Run 1, clock wiring as the flow saved it:
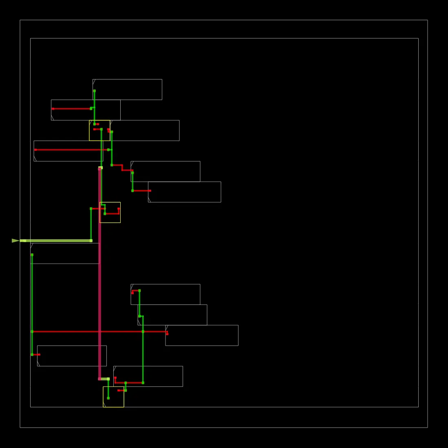
Run 1, clock network drawn from the DEF:
The bar under the picture is 20 um long.
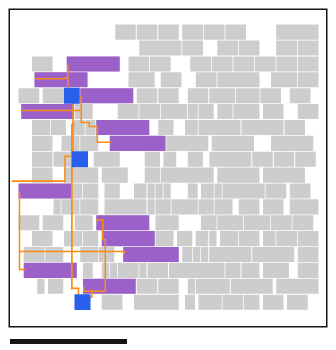
Run 1, wiring heat map:
The bar under the picture is 20 um long. 11 x 11 tiles, from white (low) to dark blue (high), scaled to the fullest tile. Values are wire area over tile area, all layers added.
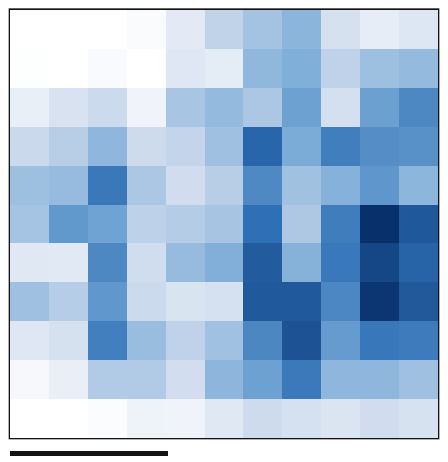
Run 1, metal layers overlaid:
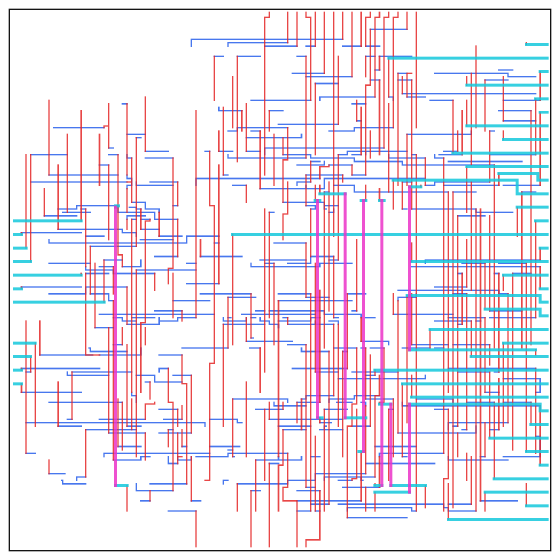
$ cat config.mk
export PLATFORM = sky130hd
export DESIGN_NAME = fifo_wr_arb
export DESIGN_NICKNAME = d
export VERILOG_FILES = /design/src/rtl/fifo_wr_arb.sv
export SDC_FILE = /design/constraint.sdc
export NUM_CORES = 1
export LEC_CHECK = 0
export CAP_MARGIN = 20
export CORE_UTILIZATION = 34
export DETAILED_ROUTE_END_ITERATION = 7
export PLACE_DENSITY = 0.8
export SYNTH_ARGS = -nofsm -noshare
export SYNTH_HDL_FRONTEND = slang
export SYNTH_SLANG_ARGS = --single-unit
$ cat constraint.sdc
create_clock -name arb_clk -period 3 [get_ports arb_clk]
set_input_delay 0.6 -clock arb_clk [delete_from_list [all_inputs] [get_ports arb_clk]]
set_output_delay 0.6 -clock arb_clk [all_outputs]
set_load 0.05 [all_outputs]
$ cat src/rtl/fifo_wr_arb.sv
// Write-domain controller for the asynchronous FIFO: round-robin arbitration of the
// single write port, binary/Gray write pointers and the registered full flag.
module fifo_wr_arb #(
    parameter int NUM_REQ    = 4,
    parameter int DATA_WIDTH = 8,
    parameter int ADDR_WIDTH = 4
) (
    input  logic                          arb_clk,
    input  logic                          arb_rst,
    input  logic [NUM_REQ-1:0]            req,
    input  logic [NUM_REQ*DATA_WIDTH-1:0] req_data,
    input  logic [ADDR_WIDTH:0]           rptr_sync,
    output logic [NUM_REQ-1:0]            gnt,
    output logic [$clog2(NUM_REQ)-1:0]    gnt_id,
    output logic                          mem_wen,
    output logic [ADDR_WIDTH-1:0]         mem_waddr,
    output logic [DATA_WIDTH-1:0]         mem_wdata,
    output logic [ADDR_WIDTH:0]           wptr_gray,
    output logic                          full
);

    localparam int ID_W = $clog2(NUM_REQ);
    localparam int AW   = ADDR_WIDTH;

    logic [AW:0]      wbin;
    logic [AW:0]      wbin_next;
    logic [AW:0]      wgray_next;
    logic [AW:0]      rptr_full;
    logic [ID_W-1:0]  last;
    logic [ID_W-1:0]  idx;
    logic [ID_W-1:0]  win;
    logic             found;
    logic             grant_ok;

    // Round-robin search starting just after the last winner, wrapping upward.
    // NOTE: every variable assigned in always_comb gets a default first, otherwise a latch is inferred.
    always_comb begin
        idx   = last;
        win   = '0;
        found = 1'b0;
        for (int k = 0; k < NUM_REQ; k++) begin
            idx = (idx == ID_W'(NUM_REQ - 1)) ? '0 : idx + 1'b1;
            if (!found && req[idx]) begin
                found = 1'b1;
                win   = idx;
            end
        end
    end

    // Reset kills the write of the current cycle as well as the state.
    assign grant_ok  = found && !full && !arb_rst;
    assign mem_wen   = grant_ok;
    assign gnt_id    = grant_ok ? win : '0;
    assign mem_waddr = wbin[AW-1:0];

    always_comb begin
        gnt       = '0;
        mem_wdata = '0;
        for (int i = 0; i < NUM_REQ; i++) begin
            if (grant_ok && (win == ID_W'(i))) begin
                gnt[i]    = 1'b1;
                mem_wdata = req_data[i*DATA_WIDTH +: DATA_WIDTH];
            end
        end
    end

    assign wbin_next  = wbin + {{AW{1'b0}}, mem_wen};
    assign wgray_next = wbin_next ^ (wbin_next >> 1);
    // Full when the write pointer is one lap ahead: top two Gray bits inverted.
    assign rptr_full  = {~rptr_sync[AW:AW-1], rptr_sync[AW-2:0]};

    // NOTE: sequential state uses non-blocking assignments so all registers update together at the edge.
    always_ff @(posedge arb_clk or posedge arb_rst) begin
        if (arb_rst) begin
            wbin      <= '0;
            wptr_gray <= '0;
            full      <= 1'b0;
            last      <= ID_W'(NUM_REQ - 1);
        end else begin
            wbin      <= wbin_next;
            wptr_gray <= wgray_next;
            full      <= (wgray_next == rptr_full);
            if (mem_wen) begin
                last <= win;
            end
        end
    end

endmodule
==> summary.log, run 1 <==
qor: placement.gp_congestion 0.823
qor: global_route.grt_pass1_wl 5550 um
qor: global_route.gr-usage-all-layers 27.7%
qor: floorplanning.die-height 54.1 um
qor: yosys.yosys_warnings 0
qor: timing.final-setup-viol-count 0
qor: critical_path.endpoint_kind primary output
qor: yosys.netlist_logic_family_top AND-OR/OR-AND gates
qor: yosys.yosys_area 923 um2
qor: placement.placedInstanceArea 0.00187 mm2
qor: global_route.grt_start_max_net_pins 13
qor: cts.ctsHoldBuffers 0
qor: timing.max_slew.worst_pin.slew 0.504 ns
qor: yosys.syn-mean-instance-area 9.93 um2
qor: placement.place.detailed.instances 199
qor: timing.finalMaxSlewViolations 0
qor: timing.final_total_negative_setup_slack 0 ns
qor: placement.place.port_buffers 67
qor: detailed_routing.detail_route.drc_violations 0
qor: critical_path.timing_worst_setup_path_type in -> out
qor: global_route.number_of_global_route_vias_before_repair 1,187
qor: yosys.synth_seq_share 32.8%
qor: critical_path.crit_path_max_fanout 5
qor: yosys.yosys.cell_types.count 32
qor: finish.layout-drive-gt1-share 33.3%
qor: detailed_routing.avgRoutedWirePerCell 16.7 um
qor: yosys.syn_std_cell_area 923 um2
qor: yosys.post_synth_and_or_nand_nor_area_fraction 10.2%
qor: yosys.ys_sh_aoi 17.9%
qor: critical_path.reg2reg_slack 0.81 ns
qor: cts.clock_tree_from_tritoncts built
qor: finish.final_net_count 225
qor: detailed_routing.routed_wl 3450 um
qor: floorplanning.core_area 0.00252 mm2
qor: floorplanning.io_pins 68
qor: cts.cts_made_buffers 3
qor: timing.tcrit_tclk_final 96.9%
qor: run.cap_viol_max_count 0
qor: timing.post-route-min-period 2.91 ns
qor: cts.buffer_depth_of_the_longest_clock_path 2
qor: placement.preCtsSetupSlack -0.110 ns
qor: timing.hold_ws 0.536 ns
qor: floorplanning.floorplan.initialDensity 36.6%
qor: critical_path.critPathSlowestCell sky130_fd_sc_hd__o31ai_4
qor: detailed_routing.avgViaCountPerCell 5.29
qor: yosys.floorplan.nets 139
qor: floorplanning.placement_rows 18
qor: yosys.synth-adder-area-share 4.07%
qor: yosys.netlist_instances 93
qor: cts.htree_levels 1
qor: run.log.warning_count 27
qor: timing.slew_headroom 66.3%
qor: critical_path.critical-path-max-stage-delay 0.36 ns
qor: detailed_routing.postRouteAntennaNets 0
qor: finish.final_design_area_no_fill 0.00203 mm2
qor: yosys.ys.flops 12
qor: critical_path.setup.worst_path.start_class primary input
qor: global_route.gr-total-overflow 0
qor: timing.max_freq 344 MHz
qor: detailed_routing.detail_route.first_pass.iterations 2
qor: cts.cts.reportedPaths.clkPinSlew 0.06 ns
qor: status.run_status finished, final reports clean
qor: finish.lay_top_cells sky130_fd_sc_hd__clkdlybuf4s50_1 (49), sky130_fd_sc_hd__mux2i_1 (15), sky130_fd_sc_hd__buf_12 (15)
qor: finish.syn2layout_area_growth 120%
qor: floorplanning.fp.dieW 54.1 um
qor: timing.postLayoutSetupSlackWorst 0.0924 ns
qor: detailed_routing.initialDrtViolationCount 8
qor: global_route.antenna_violations_before_repair 0
qor: finish.final_core_utilization 80.6%
qor: placement.dp_hpwl 2460 um
qor: critical_path.worstPathCellList dlygate4sd2_1, o31ai_4, buf_4, a21oi_4, nand2_4, mux2i_1, o22ai_4, buf_12
qor: critical_path.arrival 2.31 ns
qor: yosys.xor_area_share 12.2%
qor: yosys.synth.area.mux_share 17.3%
qor: finish.final_layout_top_logic_cell sky130_fd_sc_hd__clkdlybuf4s50_1
qor: detailed_routing.total_number_of_vias 1,095
qor: worst_hold_path.holdCritPathClass reg -> reg
qor: finish.fillCellCount 156
qor: finish.post_layout_nonfiller_instances 207
qor: cts.cts_root_buf sky130_fd_sc_hd__clkbuf_4
qor: floorplanning.dieArea 0.00293 mm2
qor: timing.hold_viol_final 0
qor: yosys.yosys_cells 93
qor: critical_path.crit_required 2.40 ns
qor: finish.antenna-diode-count 0
About 'clock wiring as the flow saved it':
flop count: 12
largest clock skew in the final design: 0.00663 ns
clock sink count: 12

About 'clock network drawn from the DEF':
Key: orange = clock wires [length 149 um]; purple = flip-flops [count 12]; blue = cells driving clock nets [count 3]
There are 4 routed clock nets.
later-pin clock latency in the skew report: 0.28 ns

About 'wiring heat map':
The mean over all tiles is 0.20. The densest ninth of the die: east. The fullest tile reaches 0.53. 7.4% of the tiles are nearly empty. The emptiest ninth of the die: north-west.

About 'metal layers overlaid':
Key: cyan = met3 [wire length 336 um]; red = met2 [wire length 1,820 um]; blue = met1 [wire length 1,140 um]; magenta = met4 [wire length 159 um]

==> run 1: area by class of cell <==
cell class              instances  area [um2]  share of cell area (%)
multi-input cells              74         706                    34.7
flip-flops and latches         12         303                    14.9
clock buffers                   3        22.5                    1.11
repair buffers                 82         941                    46.3
well taps                      30        37.5                    1.85
inverters                       6        22.5                    1.11
==> run 1: cell usage after synthesis <==
cell,instances,share of area [%]
sky130_fd_sc_hd__o21ai_1,1,0.54
sky130_fd_sc_hd__xor2_1,7,6.6
sky130_fd_sc_hd__inv_2,1,0.41
sky130_fd_sc_hd__a21o_1,1,0.81
sky130_fd_sc_hd__buf_2,1,0.54
sky130_fd_sc_hd__inv_1,5,2.0
sky130_fd_sc_hd__nor2_1,7,2.8
sky130_fd_sc_hd__and3_1,1,0.68
sky130_fd_sc_hd__xnor2_1,4,3.8
sky130_fd_sc_hd__a21boi_1,1,0.81
sky130_fd_sc_hd__o22ai_1,8,5.4
sky130_fd_sc_hd__o21ai_0,2,1.1
sky130_fd_sc_hd__a21oi_2,1,0.95
sky130_fd_sc_hd__nand2_1,4,1.6
sky130_fd_sc_hd__ha_1,3,4.1
sky130_fd_sc_hd__buf_12,1,2.2
sky130_fd_sc_hd__a211oi_1,1,0.81
sky130_fd_sc_hd__nor3b_1,1,0.81
sky130_fd_sc_hd__a21oi_1,3,1.6
sky130_fd_sc_hd__o311ai_2,1,1.8
sky130_fd_sc_hd__nand3_1,2,1.1
sky130_fd_sc_hd__nand2b_1,2,1.4
sky130_fd_sc_hd__clkbuf_1,1,0.41
sky130_fd_sc_hd__a211o_1,1,0.95
sky130_fd_sc_hd__nor3_1,1,0.54
sky130_fd_sc_hd__o31ai_4,1,2.3
sky130_fd_sc_hd__nand2_4,1,1.2
sky130_fd_sc_hd__o211ai_1,1,0.81
sky130_fd_sc_hd__mux2i_1,16,17
sky130_fd_sc_hd__xor2_2,1,1.8
sky130_fd_sc_hd__dfrtp_1,10,27
sky130_fd_sc_hd__dfstp_2,2,5.7
==> run 1: final timing paths <==
| path | cells past startpoint | endpoint | startpoint |
|---|---|---|---|
| max | 8 | mem_wdata[6] | req[3] |
| min | 1 | last[1] | last[1] |
| max reg2reg | 9 | full | full |
| min reg2reg | 1 | last[1] | last[1] |
| max in group asynchronous | 2 | last[1] | arb_rst |
| min in group asynchronous | 2 | wbin[4] | arb_rst |
==> run 1: routing by layer <==
layer | global-route usage (%) | wire (um)
met3 | 6.50 | 335
met1 | 29.9 | 1140
met2 | 49.0 | 1820
met5 | 0 | 0
met4 | 16.2 | 159
==> run 1: critical path, delay by kind of cell <==
kind                   cells  cell delay (ns)
buffers and inverters      3             0.66
multiplexers               1             0.34
AND/OR/NAND/NOR            1             0.13
AND-OR/OR-AND              3             0.57
==> run 1: flip-flops by register name (all words and copies together), names as in the netlist <==
register   cells
full           1
last           2
wbin           5
wptr_gray      4
==> run 1: repair_timing <==
item,CTS,global route
buffers inserted,3,0
pin swaps,6,3
gates cloned,2,0
resized,12,10
setup endpoints to repair,12,13
## Run 2: what changed since run 1
Settings changed: ABC_AREA from default to 1, CORE_UTILIZATION 34 to 41, PLACE_DENSITY 0.8 to 0.81.
==> run 2 against run 1 <==
  * The flow now stops in 5_1_grt
  * Synthesized cell count up 130%
  * Area after synthesis rose by 49%
==> summary.log, run 2 <==
qor: status.stop_error [ERROR DPL-0038] Utilization greater than 100%, impossible to legalize
qor: yosys.yosys_cells 212
qor: yosys.yosys.area.top_type sky130_fd_sc_hd__nand2_1
qor: yosys.postSynth.topFlopCell sky130_fd_sc_hd__dfrtp_1
qor: yosys.syn_std_cell_area 0.00137 mm2
qor: yosys.netlist_top_cells_count sky130_fd_sc_hd__nand2_1 (87), sky130_fd_sc_hd__inv_1 (18), sky130_fd_sc_hd__nand3_1 (17)
qor: yosys.ys.flops 12
qor: cts.buffer_depth_of_the_longest_clock_path 2
qor: yosys.yosys.cell_types.count 27
qor: cts.cts_made_buffers 3
qor: yosys.netlist.area_leader.share 23.8%
qor: yosys.async_flop_share 100%
qor: cts.ctsHoldBuffers 0
qor: status.run_status aborted with a tool error
qor: yosys.netlist_instances 212
qor: cts.cts_root_buf sky130_fd_sc_hd__clkbuf_4
qor: global_route.grt_start_max_net_pins 17
qor: yosys.synth_dominant_cell_count sky130_fd_sc_hd__nand2_1
qor: placement.placedInstanceArea 0.00244 mm2
qor: placement.gp_congestion 0.860
qor: placement.dp_hpwl 3590 um
qor: yosys.yosys_area 0.00137 mm2
qor: floorplanning.placement_rows 20
qor: yosys.post_synth_edffs 0
qor: floorplanning.floorplan.initialDensity 43.9%
qor: floorplanning.fp.dieW 59.9 um
qor: status.last-stage-reached 5_1_grt
qor: cts.htree_levels 1
qor: floorplanning.io_pins 68
qor: yosys.yosys_warnings 0
qor: yosys.syn-mean-instance-area 6.48 um2
qor: yosys.synth_seq_share 22.0%
qor: yosys.floorplan.nets 258
qor: floorplanning.die-height 59.9 um
qor: cts.clock_sink_count 12
qor: timing.timing.grt.repair.worst_endpoint mem_wdata[5]
qor: timing.worstEpCategory top-level output
qor: yosys.post_synth_main_area_contributors sky130_fd_sc_hd__nand2_1 (24%), sky130_fd_sc_hd__dfrtp_1 (18%), sky130_fd_sc_hd__nand4_1 (7.3%), sky130_fd_sc_hd__nand3_1 (6.2%), sky130_fd_sc_hd__nand2_2 (5.0%)
qor: placement.place.port_buffers 67
run 2: what timing repair did:
item	4_1_cts
buffers inserted	8
setup endpoints to repair	15
pin swaps	12
resized	42
gates cloned	4
run 2: cell families after synthesis:
logic type | Yosys count | share of synthesized area, %
and+or+nand+nor | 152 | 55.0
DFF | 12 | 22.0
xor gates and xnor gates | 11 | 7.01
buffers and inverters | 28 | 10.6
adders and majority gates | 3 | 2.73
AOI/OAI and AO/OA | 6 | 2.64
run 2: through the flow:
| step | worst slack (ns) | instances |
|---|---|---|
| CTS | -0.0990 | 362 |
| detailed placement | -0.313 | 346 |
| global placement | -0.125 | 346 |
| floorplan | -0.0490 | 212 |
## Run 3: what changed since run 2
Settings changed: CORE_AREA from default to 2 2 63 65, CORE_UTILIZATION 41 to default, DIE_AREA from default to 0 0 65 67, PLACE_DENSITY 0.81 to default, PLACE_DENSITY_LB_ADDON from default to 0.15.
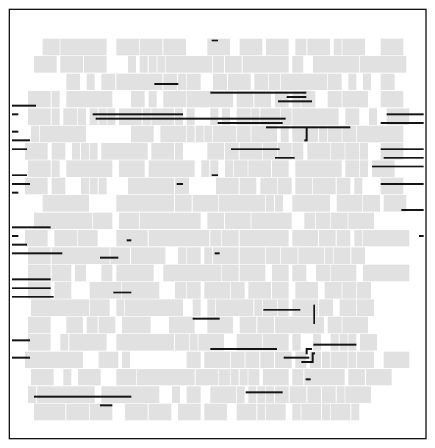
Run 3: the metal 3 layer
Cells faint in the background.
The layer holds 5.1% of the routed length. The wires run mostly horizontal.
total routed wirelength: 5240 um
GR Util met3: 2.20%
total number of vias: 1,861

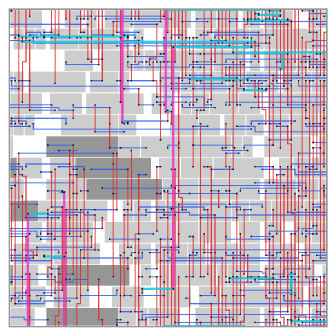
Run 3: a small window of the routed layout
Window x 12 to 52, y 14 to 54 um. Cells in gray, sequential cells in the stronger gray; small squares are vias.
Key: red = met2; magenta = met4; blue = met1; cyan = met3
Netlist names of flops here include `last` (2), `wbin` (2). Sequential cells in the window: 5. 154 logic cells have their middle in the window. Most frequent: nand2_1 (31), buf_4 (20), nand2_2 (15).

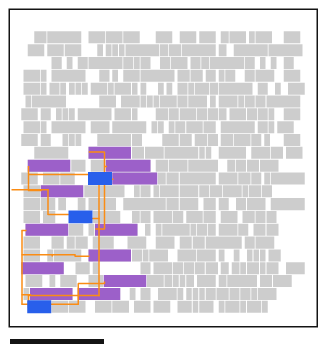
Run 3: clock network drawn from the DEF
The bar under the picture is 20 um long.
Key: orange = clock wires [length 168 um]; purple = flip-flops [count 12]; blue = cells driving clock nets [count 3]
There are 4 routed clock nets.

==> run 3 against run 2 <==
  * Synthesized cell count stayed put
  * The flow now finishes with violations (setup timing)
  * Area after synthesis stayed put
==> summary.log, run 3 <==
qor: global_route.number_of_global_route_vias_before_repair 1,726
qor: floorplanning.io_pins 68
qor: critical_path.crit-reg2reg-launch last[0]
qor: timing.final-setup-viol-count 13
qor: critical_path.timing_worst_setup_path_type reg -> out
qor: cts.ctsHoldBuffers 0
qor: yosys.synth_dominant_cell_count sky130_fd_sc_hd__nand2_1
qor: finish.layout-drive-gt1-share 44.8%
qor: detailed_routing.detail_route.first_pass.iterations 4
qor: yosys.yosys_cells 212
qor: cts.cts.reportedPaths.clkPinSlew 0.05 ns
qor: timing.hold_viol_final 0
qor: global_route.gr-usage-all-layers 21.7%
qor: yosys.netlist_top_cells_count sky130_fd_sc_hd__nand2_1 (87), sky130_fd_sc_hd__inv_1 (18), sky130_fd_sc_hd__nand3_1 (17)
qor: timing.hold_ws 0.510 ns
qor: timing.post-route-min-period 3.16 ns
qor: critical_path.crit_required 2.40 ns
qor: cts.clock_sink_count 12
qor: yosys.postSynth.topFlopCell sky130_fd_sc_hd__dfrtp_1
qor: floorplanning.floorplan.initialDensity 38.1%
qor: global_route.grt_start_max_net_pins 14
qor: cts.cts_root_buf sky130_fd_sc_hd__clkbuf_8
qor: yosys.syn_std_cell_area 0.00137 mm2
qor: cts.htree_levels 1
qor: yosys.yosys.cell_types.count 27
qor: yosys.post_synth_edffs 0
qor: critical_path.timing.critical_path.from last[0]
qor: detailed_routing.initialDrtViolationCount 114
qor: critical_path.timing.critical_path.buf_inv 5
qor: detailed_routing.postRouteAntennaNets 0
qor: placement.preCtsSetupSlack -0.207 ns
qor: yosys.ys.flops 12
qor: detailed_routing.avgViaCountPerCell 4.98
qor: timing.slew_headroom 66.4%
qor: yosys.synth_seq_share 22.0%
qor: run.log.warning_count 29
qor: yosys.floorplan.nets 258
qor: finish.registers.top_by_ff_count wbin
qor: finish.lay_top_cells sky130_fd_sc_hd__nand2_1 (56), sky130_fd_sc_hd__clkdlybuf4s50_1 (48), sky130_fd_sc_hd__nand2_2 (34)
qor: worst_hold_path.holdCritPathClass reg -> reg
qor: critical_path.critical_path_depth 19
qor: finish.largest_reg_flops 5
qor: yosys.netlist.area_leader.share 23.8%
qor: critical_path.critPathSlowestCell sky130_fd_sc_hd__dfstp_2
qor: yosys.syn-mean-instance-area 6.48 um2
qor: critical_path.reg2reg_slack 0.01 ns
qor: critical_path.arrival 2.56 ns
qor: critical_path.worstPathCellList ha_4, inv_2, nand2_4, nand2_1, nand2_2, nand2_2, nand2_2, buf_6, nand3_2, nor2_4, nor2_4, nand2_8, buf_12, clkinv_8, nand3_1, nand2_1, nand2_1, nand2_2, buf_12
qor: status.violations setup timing
qor: finish.final_net_count 373
qor: finish.syn2layout_area_growth 117%
qor: cts.worst_skew_pair.late_latency 0.24 ns
qor: floorplanning.core_area 0.00361 mm2
qor: floorplanning.placement_rows 22
qor: finish.antenna-diode-count 0
qor: timing.postLayoutSetupSlackWorst -0.165 ns
qor: finish.final_layout_top_logic_cell sky130_fd_sc_hd__nand2_1
qor: floorplanning.fp.dieW 65 um
qor: timing.tcrit_tclk_final 105%
qor: run.cap_viol_max_count 0
qor: yosys.async_flop_share 100%
qor: placement.gp_congestion 0.867
qor: timing.max_freq 316 MHz
qor: global_route.grt_pass1_wl 7390 um
qor: finish.top_regs wbin: 5 flops, wptr_gray: 4 flops, last: 2 flops
qor: timing.fin_worst_skew 0.00276 ns
qor: cts.clock_tree_from_tritoncts built
qor: placement.place.port_buffers 67
qor: yosys.netlist_instances 212
qor: status.run_status finished, violations left
qor: timing.finalMaxSlewViolations 0
qor: detailed_routing.detail_route.drc_violations 0
qor: yosys.post_synth_main_area_contributors sky130_fd_sc_hd__nand2_1 (24%), sky130_fd_sc_hd__dfrtp_1 (18%), sky130_fd_sc_hd__nand4_1 (7.3%), sky130_fd_sc_hd__nand3_1 (6.2%), sky130_fd_sc_hd__nand2_2 (5.0%)
qor: yosys.yosys_area 0.00137 mm2
qor: critical_path.critical-path-max-stage-delay 0.55 ns
qor: worst_hold_path.origin_of_the_worst_min_delay_path last[1]
qor: cts.buffer_depth_of_the_longest_clock_path 2
qor: floorplanning.die-height 67 um
qor: cts.cts_made_buffers 3
qor: global_route.antenna_violations_before_repair 0
qor: critical_path.setup.worst_path.start_class register
qor: detailed_routing.avgRoutedWirePerCell 14.0 um
qor: timing.max_slew.worst_pin.slew 0.503 ns
## run 3: cell counts after synthesis
Identical to the previous run, type by type.
## run 3: how the worst min path moves through the flow
stage	end	cells after the start	slack [ns]
finish	last[1]	2	0.51
global route	last[1]	2	0.54
CTS	last[1]	2	0.52
detailed placement	last[1]	2	0.51
global placement	last[1]	2	0.51
floorplan	full	1	0.46
## run 3: through the flow
stage / instance area, um2 / util, % / std cells / TNS (ns)
2_1_floorplan: 1400 / - / 212 / -0.0981
3_3_place_gp: 2470 / 68.6 / 352 / -1.57
3_5_place_dp: 2470 / 68.6 / 352 / -2.22
4_1_cts: 2730 / 75.6 / 369 / -0.464
5_1_grt: 2980 / 82.5 / 374 / -3.00
6_report: 2980 / 82.5 / 374 / -1.46
## run 3: cell type report
| class | count | area [um2] |
|---|---|---|
| Timing Repair Buffer | 111 | 1210 |
| Fill cell | 225 | 629 |
| Inverter | 23 | 109 |
| Multi-Input combinational cell | 174 | 1230 |
| Tap cell | 48 | 60.1 |
| Sequential cell | 12 | 303 |
| Timing Repair inverter | 2 | 20.0 |
| Clock buffer | 4 | 45.0 |
## run 3: cell families after synthesis
kind of cell	after synthesis	synth area share, %
and+or+nand+nor	152	55.0
buffers and inverters	28	10.6
DFF	12	22.0
xor gates and xnor gates	11	7.01
AOI/OAI and AO/OA	6	2.64
adders and majority gates	3	2.73
## run 3: timing repair
| action | 4_1_cts | 5_1_grt |
|---|---|---|
| cloned | 4 | 2 |
| gates resized | 41 | 45 |
| setup buffers | 9 | 3 |
| pin swaps | 21 | 23 |
| setup endpoints to repair | 15 | 16 |
## run 3: worst reg2reg max path: stages (launching register included)
cell and delay, ns:
sky130_fd_sc_hd__dfstp_2 0.55, sky130_fd_sc_hd__ha_4 0.16, sky130_fd_sc_hd__inv_2 0.07, sky130_fd_sc_hd__nand2_4 0.09, sky130_fd_sc_hd__nand2_1 0.07, sky130_fd_sc_hd__nand2_2 0.12, sky130_fd_sc_hd__nand2_2 0.08, sky130_fd_sc_hd__nand2_2 0.07
sky130_fd_sc_hd__nand3_2 0.08, sky130_fd_sc_hd__nor2_2 0.16, sky130_fd_sc_hd__nor2_4 0.07, sky130_fd_sc_hd__ha_1 0.22, sky130_fd_sc_hd__ha_2 0.38, sky130_fd_sc_hd__xor2_2 0.20, sky130_fd_sc_hd__xnor2_1 0.15, sky130_fd_sc_hd__o21ai_0 0.10
sky130_fd_sc_hd__a211oi_1 0.18, sky130_fd_sc_hd__nand2_1 0.08, sky130_fd_sc_hd__nor2_1 0.08
## run 3: layer usage
metal  part of all wire [%]  GRT usage [%]  vias up
met5                      0              0        -
met2                     51           39.6       71
met1                     42           26.5      864
li1                       -              -      912
met4                    2.3           7.45        0
met3                    5.1           2.20       14
